[config.mk]
export PLATFORM = sky130hd
export DESIGN_NAME = reg_arbiter_rr
export DESIGN_NICKNAME = d
export VERILOG_FILES = /design/src/rtl/reg_arbiter_pkg.sv /design/src/rtl/reg_arbiter_rr_pick.sv /design/src/rtl/reg_arbiter_rr.sv
export SDC_FILE = /design/constraint.sdc
export NUM_CORES = 1
export LEC_CHECK = 0
export ABC_AREA = 1
export ABC_CLOCK_PERIOD_IN_PS = 3050
export CAP_MARGIN = 20
export CORE_AREA = 4 4 200 202
export DETAILED_ROUTE_END_ITERATION = 8
export DIE_AREA = 0 0 204 206
export HOLD_SLACK_MARGIN = 0.06
export SLEW_MARGIN = 20
export SYNTH_ARGS = -nofsm -noshare
export SYNTH_HDL_FRONTEND = slang
export SYNTH_SLANG_ARGS = --single-unit
[constraint.sdc]
create_clock -name clk_i -period 3.05 [get_ports clk_i]
set_input_delay 0.4575 -clock clk_i [delete_from_list [all_inputs] [get_ports clk_i]]
set_output_delay 0.4575 -clock clk_i [all_outputs]
set_load 0.1 [all_outputs]
[src/rtl/reg_arbiter_pkg.sv]
// reg_arbiter_pkg: shared types and helpers for the register-interface arbiters.
// Provides the arbiter FSM state enum, default register_interface request and
// response structs, and a wrap-around increment used for round-robin pointers.
package reg_arbiter_pkg;

   typedef enum logic {IDLE, LOCKED} state_e;

   typedef struct packed {
      logic [31:0] addr;
      logic        write;
      logic [31:0] wdata;
      logic [3:0]  wstrb;
      logic        valid;
   } req_default_t;

   typedef struct packed {
      logic [31:0] rdata;
      logic        error;
      logic        ready;
   } rsp_default_t;

   function automatic int unsigned wrap_inc(input int unsigned idx, input int unsigned n);
      return (idx + 1 >= n) ? 0 : idx + 1;
   endfunction

endpackage

[src/rtl/reg_arbiter_rr_pick.sv]
// reg_arbiter_rr_pick: combinational rotating-priority finder.
// Ports: valid_i (request vector), rr_i (highest-priority index),
//        any_valid_o (some request pending), idx_o (first valid index at or after rr_i, wrapping).
module reg_arbiter_rr_pick #(
   parameter int unsigned NUM_REQ   = 4,
   parameter int unsigned IDX_WIDTH = (NUM_REQ > 1) ? $clog2(NUM_REQ) : 1
) (
   input  logic [NUM_REQ-1:0]   valid_i,
   input  logic [IDX_WIDTH-1:0] rr_i,
   output logic                 any_valid_o,
   output logic [IDX_WIDTH-1:0] idx_o
);

   logic [IDX_WIDTH-1:0] j;
   logic                 found;

   always_comb begin
      any_valid_o = |valid_i;
      idx_o       = '0;
      found       = 1'b0;
      j           = '0;
      for (int unsigned k = 0; k < NUM_REQ; k++) begin
         j = IDX_WIDTH'((32'(rr_i) + k) % NUM_REQ);
         if (valid_i[j] && !found) begin
            idx_o = j;
            found = 1'b1;
         end
      end
   end

endmodule

[src/rtl/reg_arbiter_rr.sv]
// reg_arbiter_rr: round-robin arbiter sharing one register_interface target among NUM_REQ requesters.
// Ports: clk_i, rst_ni (async, active-low); req_i/rsp_o requester side; req_o/rsp_i target side;
//        gnt_idx_o current owner (valid with busy_o); busy_o forwarding this cycle;
//        timeout_o one-cycle pulse when a stalled transaction is force-completed with error.
module reg_arbiter_rr
   import reg_arbiter_pkg::*;
#(
   parameter int unsigned NUM_REQ        = 4,
   parameter int unsigned TIMEOUT_CYCLES = 0,
   parameter type         reg_req_t      = reg_arbiter_pkg::req_default_t,
   parameter type         reg_rsp_t      = reg_arbiter_pkg::rsp_default_t,
   parameter int unsigned IDX_WIDTH      = (NUM_REQ > 1) ? $clog2(NUM_REQ) : 1
) (
   input  logic                     clk_i,
   input  logic                     rst_ni,
   input  reg_req_t [NUM_REQ-1:0]   req_i,
   output reg_rsp_t [NUM_REQ-1:0]   rsp_o,
   output reg_req_t                 req_o,
   input  reg_rsp_t                 rsp_i,
   output logic [IDX_WIDTH-1:0]     gnt_idx_o,
   output logic                     busy_o,
   output logic                     timeout_o
);

   localparam int unsigned CNT_WIDTH = (TIMEOUT_CYCLES > 0) ? $clog2(TIMEOUT_CYCLES + 1) : 1;

   state_e               state_q, state_d;
   logic [IDX_WIDTH-1:0] owner_q, owner_d, rr_q, rr_d, winner, sel;
   logic [CNT_WIDTH-1:0] cnt_q, cnt_d;
   logic [NUM_REQ-1:0]   valid;
   logic                 any_valid, fire_to;

   always_comb
      for (int unsigned i = 0; i < NUM_REQ; i++) valid[i] = req_i[i].valid;

   reg_arbiter_rr_pick #(.NUM_REQ(NUM_REQ), .IDX_WIDTH(IDX_WIDTH)) u_pick (
      .valid_i     (valid),
      .rr_i        (rr_q),
      .any_valid_o (any_valid),
      .idx_o       (winner)
   );

   // Outputs are forced quiet while rst_ni is low, even if requesters keep valid high.
   always_comb begin
      sel       = (state_q == LOCKED) ? owner_q : winner;
      fire_to   = (TIMEOUT_CYCLES > 0) && (state_q == LOCKED) && req_i[owner_q].valid &&
                  (cnt_q == CNT_WIDTH'(TIMEOUT_CYCLES)) && !rsp_i.ready;
      req_o     = '0;
      rsp_o     = '0;
      busy_o    = 1'b0;
      timeout_o = 1'b0;
      gnt_idx_o = sel;
      state_d   = state_q;
      owner_d   = owner_q;
      rr_d      = rr_q;
      cnt_d     = cnt_q;
      if (rst_ni) begin
         if (fire_to) begin
            busy_o               = 1'b1;
            rsp_o[owner_q].ready = 1'b1;
            rsp_o[owner_q].error = 1'b1;
            timeout_o            = 1'b1;
            rr_d                 = IDX_WIDTH'(wrap_inc(32'(owner_q), NUM_REQ));
            cnt_d                = '0;
            state_d              = IDLE;
         end else if (req_i[sel].valid && (state_q == LOCKED || any_valid)) begin
            busy_o     = 1'b1;
            req_o      = req_i[sel];
            rsp_o[sel] = rsp_i;
            if (rsp_i.ready) begin
               rr_d    = IDX_WIDTH'(wrap_inc(32'(sel), NUM_REQ));
               cnt_d   = '0;
               state_d = IDLE;
            end else if (state_q == IDLE) begin
               owner_d = sel;
               cnt_d   = CNT_WIDTH'(1);
               state_d = LOCKED;
            end else if (cnt_q != '1) begin
               cnt_d = cnt_q + CNT_WIDTH'(1);
            end
         end else if (state_q == LOCKED) begin
            // Owner abandoned its transaction: release and skip past it.
            rr_d    = IDX_WIDTH'(wrap_inc(32'(owner_q), NUM_REQ));
            cnt_d   = '0;
            state_d = IDLE;
         end
      end
   end

   always_ff @(posedge clk_i or negedge rst_ni) begin
      if (!rst_ni) begin
         state_q <= IDLE;
         owner_q <= '0;
         rr_q    <= '0;
         cnt_q   <= '0;
      end else begin
         state_q <= state_d;
         owner_q <= owner_d;
         rr_q    <= rr_d;
         cnt_q   <= cnt_d;
      end
   end

   // The owner must keep valid and its payload stable until it sees ready.
   assert property (@(posedge clk_i) disable iff (!rst_ni)
      state_q == LOCKED |-> req_i[owner_q].valid);
   assert property (@(posedge clk_i) disable iff (!rst_ni)
      (state_q == LOCKED && req_i[owner_q].valid) |-> req_i[owner_q] == $past(req_o));

endmodule

Fig. 1: run 1, routing congestion
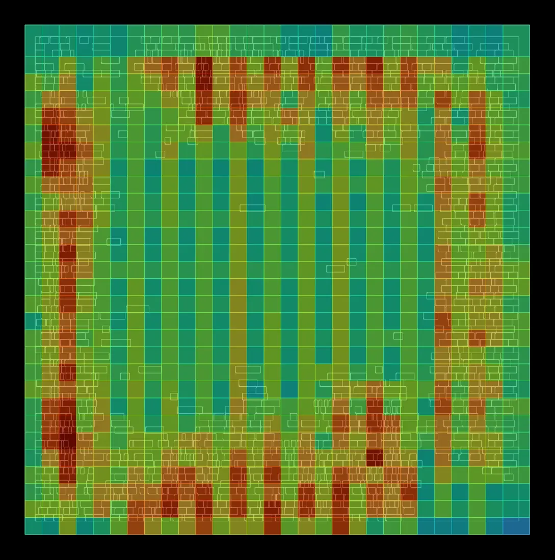
GRT met1 Usage: 16.8%
post-route core utilization: 43.8%
Wirelength per Cell: 19.4 µm

Fig. 2: run 1, signal wires by layer
Scale bar: 50 µm. Only two layers are drawn.
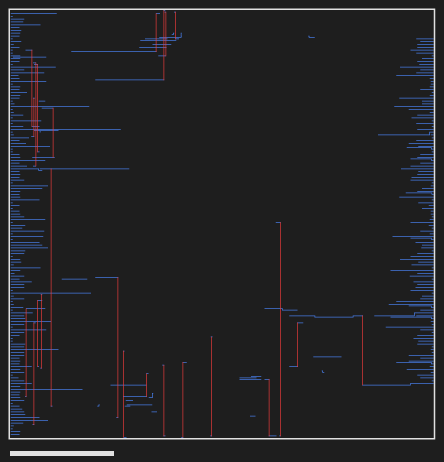
Key: red = M4 [wire length 951 µm]; blue = M3 [wire length 2460 µm]
vias: 7902
GRT Overall Usage: 15.0%

==> impl_metrics.json, run 1 <==
{
  "cts_inserted_buffers": 3,
  "largestClassByArea": "non-clock buffers",
  "synthTopCellsByCount": "209 x nand2_1, 173 x nor2_1, 126 x o21ai_0",
  "violations": "negative setup slack",
  "ys_seq_share_pct": 3.54,
  "synth-adder-area-share_pct": 0.708,
  "synth_cell_types": 29,
  "busiest_layer": "met2",
  "reg2reg_from": "rr_q[0]$_DFFE_PN0P_",
  "dr.pass1.iters": 5,
  "grt_pass1_wl_um": 48900,
  "edf_count": 0,
  "endpoint": "rsp_o[69]",
  "final-clk-cell-share_pct": 0.470,
  "clk_pin_slew_ns": 0.03,
  "synth_area_um2": 3530,
  "grt_overflow_total": 0,
  "top_area_share_pct": 22.2,
  "place_ws_ns": -0.524,
  "top_layer_used": "met4",
  "port_buffers": 524,
  "yosysChipArea_um2": 3530,
  "largestRegisters": "owner_q: 2 flops, rr_q: 2 flops, state_q: 1 flops",
  "yosys.cell_count.top_type": "nand2_1",
  "warnings": 29,
  "core_area_um2": 38300,
  "fin_crit_ns": 3.44,
  "compound_area_share_pct": 32.5,
  "comb_area_share_pct": 34.2,
  "grt_pass1_vias": 8002,
  "design_area_um2": 16800,
  "clock-root-buffer": "clkbuf_16",
  "synth.avg_cell_area_um2": 4.60,
  "comb_cells": 630,
  "ys_sh_simple_pct": 46.7,
  "postCtsSetupBuffers": 20,
  "fillers": 3513,
  "nWellTaps": 518,
  "clock_path_buffers": 2,
  "dr_wl_met3_um": 2460,
  "cp_top_family": "simple AND/OR/NAND/NOR gates",
  "seq_area_share_pct": 0.761,
  "logic_family": "simple AND/OR/NAND/NOR gates",
  "grt_antenna_before_repair": 1,
  "ff2ff_setup_slack_ns": 0.39,
  "grt_max_degree": 36,
  "nClkBuffers": 4,
  "status": "finished with violations",
  "grt_util_met3_pct": 3.12,
  "drc": 0,
  "fin_crit_sh_pct": 113,
  "dr_wl_met2_um": 20300,
  "worstHoldEndpoint": "owner_q[1]$_DFFE_PN0P_",
  "rr_worst_depth": 21,
  "fin_worst_skew_ns": 0.000649,
  "critPathRequiredTime_ns": 2.59,
  "rows": 72,
  "r2r-end": "rr_q[0]$_DFFE_PN0P_",
  "endpoint_kind": "output pin",
  "hold_buffers": 0,
  "drt-initial-drc-count": 272,
  "synth_top_flop_cell": "dfrtp_1",
  "xor_share_pct": 0,
  "placed_area_um2": 14400,
  "start_kind": "flop",
  "rsz0062_at_grt": "yes",
  "insertion_delay_ns": 0.23,
  "nNonClkBuffers": 690,
  "fp_util_pct": 9.23,
  "hold_viol_final": 0,
  "worst-path-stages": 19,
  "finalNetCount": 1721,
  "cts_num_sinks": 5,
  "setup_ws_ns": -0.390,
  "io_pins": 526,
  "die_y_um": 206,
  "inv_count": 73,
  "postRouteAntennaNets": 0,
  "gp_congestion": 0.870,
  "ys_warn_count": 0,
  "syn_inst": 768,
  "cts_tree": "yes",
  "synthTopCellsByArea": "nand2_1 22%, nor2_1 18%, o21ai_0 18%",
  "top_area_cell": "nand2_1",
  "mostFrequentLayoutCells": "311 x clkdlybuf4s50_1, 258 x buf_12, 153 x nor2_4, 118 x nand2_1, 104 x o21ai_0",
  "hold_depth": 2,
  "max_cap_violations": 0,
  "path_buffers": 6,
  "crit_start": "rr_q[0]$_DFFE_PN0P_",
  "seq_area_um2": 128,
  "nFlopsAndLatches": 5,
  "cts_max_level": 1,
  "finalSetupViolCount": 207,
  "muxShareOfSynthArea_pct": 0,
  "timing.final.max_slew_violations": 0
}
Fig. 3: run 1, gate-type map
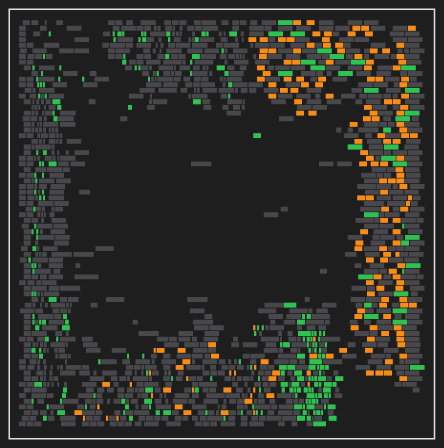
Key: green = nand cells [cells 237, most used nand2_1, where widely spread]; orange = nor cells [cells 176, most used nor2_4]
most numerous logic cell after layout: clkdlybuf4s50_1
fin cells: 1920

Fig. 4: run 1, signal metal coverage by tile
Scale bar: 50 µm. The die is cut into 20 by 21 equal tiles; black is low, pale yellow is high, scaled to the fullest tile. Values are wire area over tile area, all layers added.
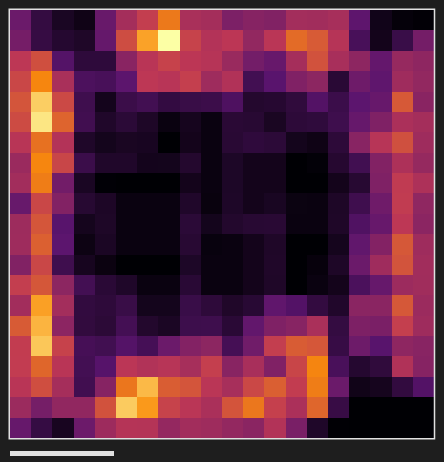
16% of the tiles are over half the peak. The fullest tile reaches 0.50. 6.7% of the tiles are nearly empty. The mean over all tiles is 0.14.
final WL: 37200 µm

==> inputs of run 2 (changes only) <==
--- a/config.mk
+++ b/config.mk
@@ -10,5 +10,6 @@
 export CAP_MARGIN = 20
-export CORE_AREA = 4 4 200 202
+export CORE_AREA = 2 2 204 206
+export CTS_BUF_LIST = sky130_fd_sc_hd__clkbuf_2
 export DETAILED_ROUTE_END_ITERATION = 8
-export DIE_AREA = 0 0 204 206
+export DIE_AREA = 0 0 206 208
 export HOLD_SLACK_MARGIN = 0.06
==> constraint.sdc (replaced) <==
create_clock -name clk_i -period 3.05 [get_ports clk_i]
set_input_delay 0.305 -clock clk_i [delete_from_list [all_inputs] [get_ports clk_i]]
set_output_delay 0.305 -clock clk_i [all_outputs]
set_load 0.1 [all_outputs]
Fig. 5: run 2, cells colored by class
Scale bar: 50 µm.
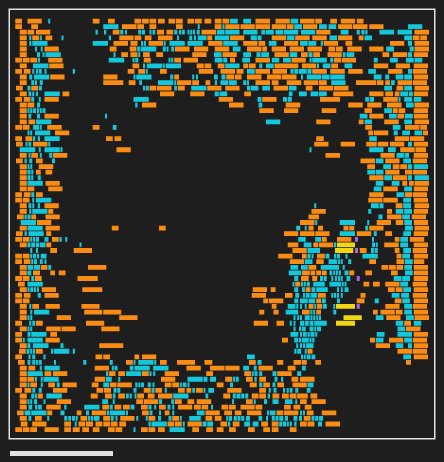
Key: purple = clock drivers and dummy loads [cells 4, share of their area 0.13%]; yellow = registers [cells 5, share of their area 0.85%]; orange = remaining buffers and delay cells [cells 667, share of their area 62%]; cyan = remaining logic cells [cells 703, share of their area 37%]
FP Rows: 74
Seq/total area: 0.818%

==> impl_metrics.json, run 2 <==
{
  "max_cap_violations": 0,
  "clock-root-buffer": "clkbuf_2",
  "final_common_cell": "clkdlybuf4s50_1",
  "setup_ws_ns": -0.218,
  "ys_sh_simple_pct": 46.7,
  "gp_congestion": 0.903,
  "yosys_cells": 768,
  "synth.avg_cell_area_um2": 4.60,
  "comb_area_share_pct": 33.0,
  "dr.pass1.iters": 4,
  "final-clk-cell-share_pct": 0.128,
  "comb_cells": 630,
  "nNonClkBuffers": 667,
  "grt_pass1_vias": 7849,
  "logic_family": "simple AND/OR/NAND/NOR gates",
  "buffer_area_share_pct": 59.8,
  "status": "finished with violations",
  "yosys.cell_count.top_type": "nand2_1",
  "fp_util_pct": 8.71,
  "synth_top_flop_cell": "dfrtp_1",
  "grt_antenna_before_repair": 2,
  "synthTopCellsByArea": "nand2_1 22%, nor2_1 18%, o21ai_0 18%",
  "clock_path_buffers": 2,
  "finalSetupTns_ns": -24.23,
  "grt_max_degree": 43,
  "largestClassByArea": "non-clock buffers",
  "synth_cell_types": 29,
  "start_kind": "flop",
  "cp_top_family": "buffers and inverters",
  "edf_count": 0,
  "cts_tree": "yes",
  "yosysChipArea_um2": 3530,
  "rr_worst_depth": 18,
  "postRouteAntennaNets": 0,
  "violations": "negative setup slack",
  "drc": 0,
  "finalNetCount": 1698,
  "mostFrequentLayoutCells": "311 x clkdlybuf4s50_1, 245 x buf_12, 155 x nand2_1, 104 x nor2_4, 100 x o21ai_0",
  "crit_start": "rr_q[0]$_DFFE_PN0P_",
  "grt_overflow_total": 0,
  "timing.final.max_slew_violations": 0,
  "core_area_um2": 40600,
  "insertion_delay_ns": 0.22,
  "finalSetupViolCount": 196,
  "final_core_util_pct": 38.5,
  "port_buffers": 524,
  "design_area_um2": 15600,
  "dr_wl_met2_um": 18400,
  "top_area_cell": "nand2_1",
  "grt_use_total_pct": 14.8,
  "nFlopsAndLatches": 5,
  "clk_pin_slew_ns": 0.06,
  "xor_share_pct": 0,
  "inv_count": 73,
  "io_pins": 526,
  "rsz0062_at_grt": "yes",
  "r2r-end": "rr_q[1]$_DFFE_PN0P_",
  "cts_max_level": 1,
  "hold_viol_final": 0,
  "dr_wl_met3_um": 2700,
  "placed_area_um2": 13500,
  "seq_area_um2": 128,
  "endpoint_kind": "output pin",
  "top_area_share_pct": 22.2,
  "place_ws_ns": -0.303,
  "dp.cells": 1855,
  "fin_crit_sh_pct": 107,
  "fin_crit_ns": 3.27,
  "worst-path-stages": 19,
  "routed_wl_um": 36500,
  "cts_inserted_buffers": 3,
  "compound_area_share_pct": 32.5,
  "avgRoutedWirePerCell_um": 19.1,
  "critPathRequiredTime_ns": 2.74,
  "crit_path_cell_trace": "clkinvlp_4, buf_6, nand2_2, nand2_1, nand2_1, nand2_2, nand3_4, buf_6, o21ai_4, o21ai_4, inv_2, nand2_4, nand3_4, inv_8, buf_16, buf_16, nand2_8, nor2_4, buf_12",
  "synth-adder-area-share_pct": 0.708,
  "endpoint": "rsp_o[9]",
  "synth.net_count": 1086,
  "synth_area_um2": 3530,
  "hold_buffers": 0,
  "largestRegisters": "owner_q: 2 flops, rr_q: 2 flops, state_q: 1 flops",
  "fillers": 3934,
  "drt-initial-drc-count": 337,
  "ys_warn_count": 0,
  "cts_num_sinks": 5,
  "ys_seq_share_pct": 3.54,
  "ff2ff_setup_slack_ns": 0.49,
  "nWellTaps": 532,
  "fin_worst_skew_ns": 0.000475,
  "reg2reg_from": "rr_q[0]$_DFFE_PN0P_",
  "die_y_um": 208,
  "warnings": 29,
  "path_buffers": 8,
  "synthArstFlopShare_pct": 100,
  "synthTopCellsByCount": "209 x nand2_1, 173 x nor2_1, 126 x o21ai_0",
  "stdcell_count": 1913,
  "grt_pass1_wl_um": 48300,
  "nClkBuffers": 4,
  "muxShareOfSynthArea_pct": 0
}
Fig. 6: run 2, routing congestion
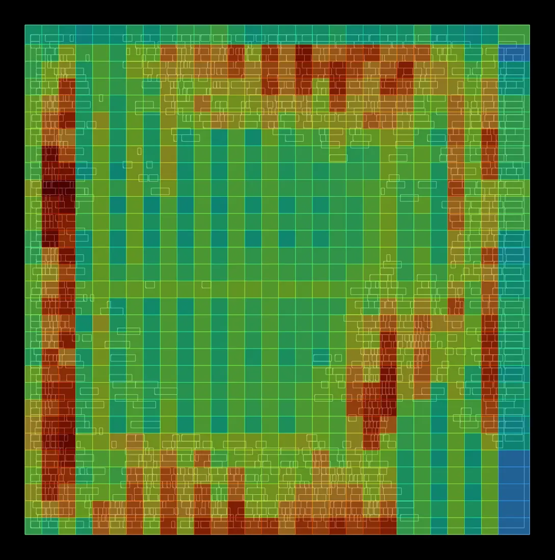
global-route met2 utilization: 27.5%
GRT met1 Usage: 16.7%
most used routing layer in global routing: met2
grt met3 use: 2.87%

==> inputs of run 3 (changes only) <==
- CORE_AREA: 2 2 204 206 -> 2 2 206 208
- DIE_AREA: 0 0 206 208 -> 0 0 208 210
- DONT_BUFFER_PORTS: default -> 1
Fig. 7: run 3, signal wires by layer
Scale bar: 50 µm. Only two layers are drawn.
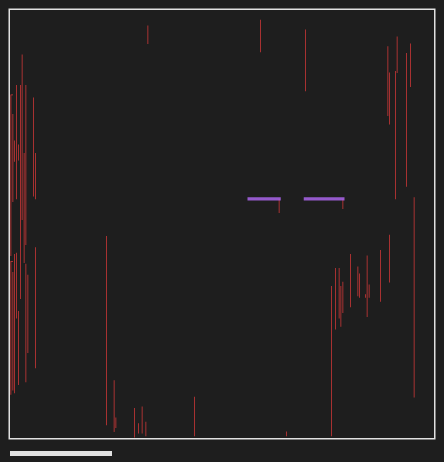
Key: purple = M5 [wire length 33.1 µm]; red = M4 [wire length 1870 µm]
GRT Overall Usage: 13.8%
final WL: 36500 µm
vias: 6916

==> impl_metrics.json, run 3 <==
{
  "status": "finished with violations",
  "violations": "negative setup slack",
  "nClkBuffers": 4,
  "mostFrequentLayoutCells": "230 x buf_12, 145 x nor2_4, 130 x nand2_1, 89 x o21ai_0, 61 x inv_1",
  "path_buffers": 8,
  "grt_use_met1_pct": 15.1,
  "cts_max_level": 1,
  "muxShareOfSynthArea_pct": 0,
  "yosysChipArea_um2": 3530,
  "cts_num_sinks": 5,
  "rr_worst_depth": 19,
  "cp_top_family": "buffers and inverters",
  "port_buffers": 0,
  "nNonClkBuffers": 324,
  "grt_util_met3_pct": 3.01,
  "endpoint_kind": "output pin",
  "buffer_area_share_pct": 47.4,
  "setup_ws_ns": -0.263,
  "gp_congestion": 1.00,
  "seq_area_um2": 128,
  "synth_cell_types": 29,
  "seq_area_share_pct": 0.998,
  "clock_path_buffers": 2,
  "rows": 75,
  "clock-root-buffer": "clkbuf_2",
  "final_core_util_pct": 30.8,
  "dr_wl_met2_um": 18800,
  "synth-adder-area-share_pct": 0.708,
  "edf_count": 0,
  "logic_family": "simple AND/OR/NAND/NOR gates",
  "drt-initial-drc-count": 363,
  "r2r-end": "rr_q[1]$_DFFE_PN0P_",
  "grt_max_degree": 43,
  "ys_seq_share_pct": 3.54,
  "max_cap_violations": 0,
  "final_common_cell": "buf_12",
  "synth.avg_cell_area_um2": 4.60,
  "met2_usage_pct": 26.1,
  "fp_util_pct": 8.52,
  "comb_cells": 630,
  "dp.cells": 1493,
  "drt-met1-wl_um": 12900,
  "insertion_delay_ns": 0.25,
  "avgRoutedWirePerCell_um": 23.1,
  "nWellTaps": 539,
  "grt_pass1_vias": 6827,
  "hold_viol_final": 0,
  "crit_path_cell_trace": "clkinvlp_4, nand2_2, nand2_2, nand2_2, nand2_2, inv_2, nor2_4, nor2_4, o21ai_4, buf_6, buf_12, nor2_4, buf_12, buf_12, buf_12, nand2_1, a31oi_4, buf_12",
  "drc": 0,
  "largestRegisters": "owner_q: 2 flops, rr_q: 2 flops, state_q: 1 flops",
  "fin_worst_skew_ns": 0.00913,
  "dpl.hpwl_um": 24000,
  "grt_pass1_wl_um": 45500,
  "synth_area_um2": 3530,
  "finalNetCount": 1354,
  "clk_pin_slew_ns": 0.08,
  "fillers": 4120,
  "grt_overflow_total": 0,
  "largestClassByArea": "non-clock buffers",
  "dr.pass1.iters": 8,
  "ys_sh_simple_pct": 46.7,
  "drive_above_1_share_pct": 65.5,
  "finalSetupTns_ns": -39.66,
  "grt_antenna_before_repair": 9,
  "finalSetupViolCount": 206,
  "synth_top_flop_cell": "dfrtp_1",
  "endpoint": "req_o[55]",
  "reg2reg_from": "rr_q[0]$_DFFE_PN0P_",
  "final-clk-cell-share_pct": 0.156,
  "stdcell_count": 1581,
  "die_y_um": 210,
  "fin_crit_sh_pct": 109,
  "placed_area_um2": 9950,
  "place_ws_ns": -0.233,
  "synth.net_count": 1086,
  "warnings": 30,
  "yosys.cell_count.top_type": "nand2_1",
  "comb_area_share_pct": 43.5,
  "dr_wl_met3_um": 2900,
  "busiest_layer": "met2",
  "xor_share_pct": 0,
  "fmax_ghz": 0.302,
  "fin_crit_ns": 3.31,
  "synthTopCellsByArea": "nand2_1 22%, nor2_1 18%, o21ai_0 18%",
  "compound_area_share_pct": 32.5,
  "ys_warn_count": 0,
  "critPathRequiredTime_ns": 2.74,
  "crit_start": "rr_q[0]$_DFFE_PN0P_",
  "ff2ff_setup_slack_ns": 0.42,
  "timing.final.max_slew_violations": 0,
  "top_area_cell": "nand2_1",
  "nFlopsAndLatches": 5,
  "io_pins": 526,
  "synthTopCellsByCount": "209 x nand2_1, 173 x nor2_1, 126 x o21ai_0"
}
Fig. 8: run 3, cells colored by class
Scale bar: 50 µm.
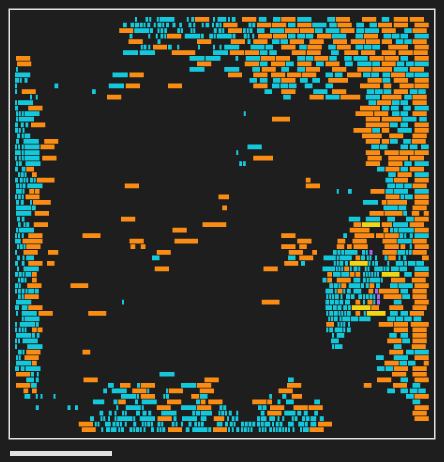
Key: cyan = remaining logic cells [cells 702, share of their area 49%]; yellow = registers [cells 5, share of their area 1.1%]; purple = clock drivers and dummy loads [cells 4, share of their area 0.17%]; orange = remaining buffers and delay cells [cells 324, share of their area 50%]
core area: 41500 µm²
final instance area: 12800 µm²

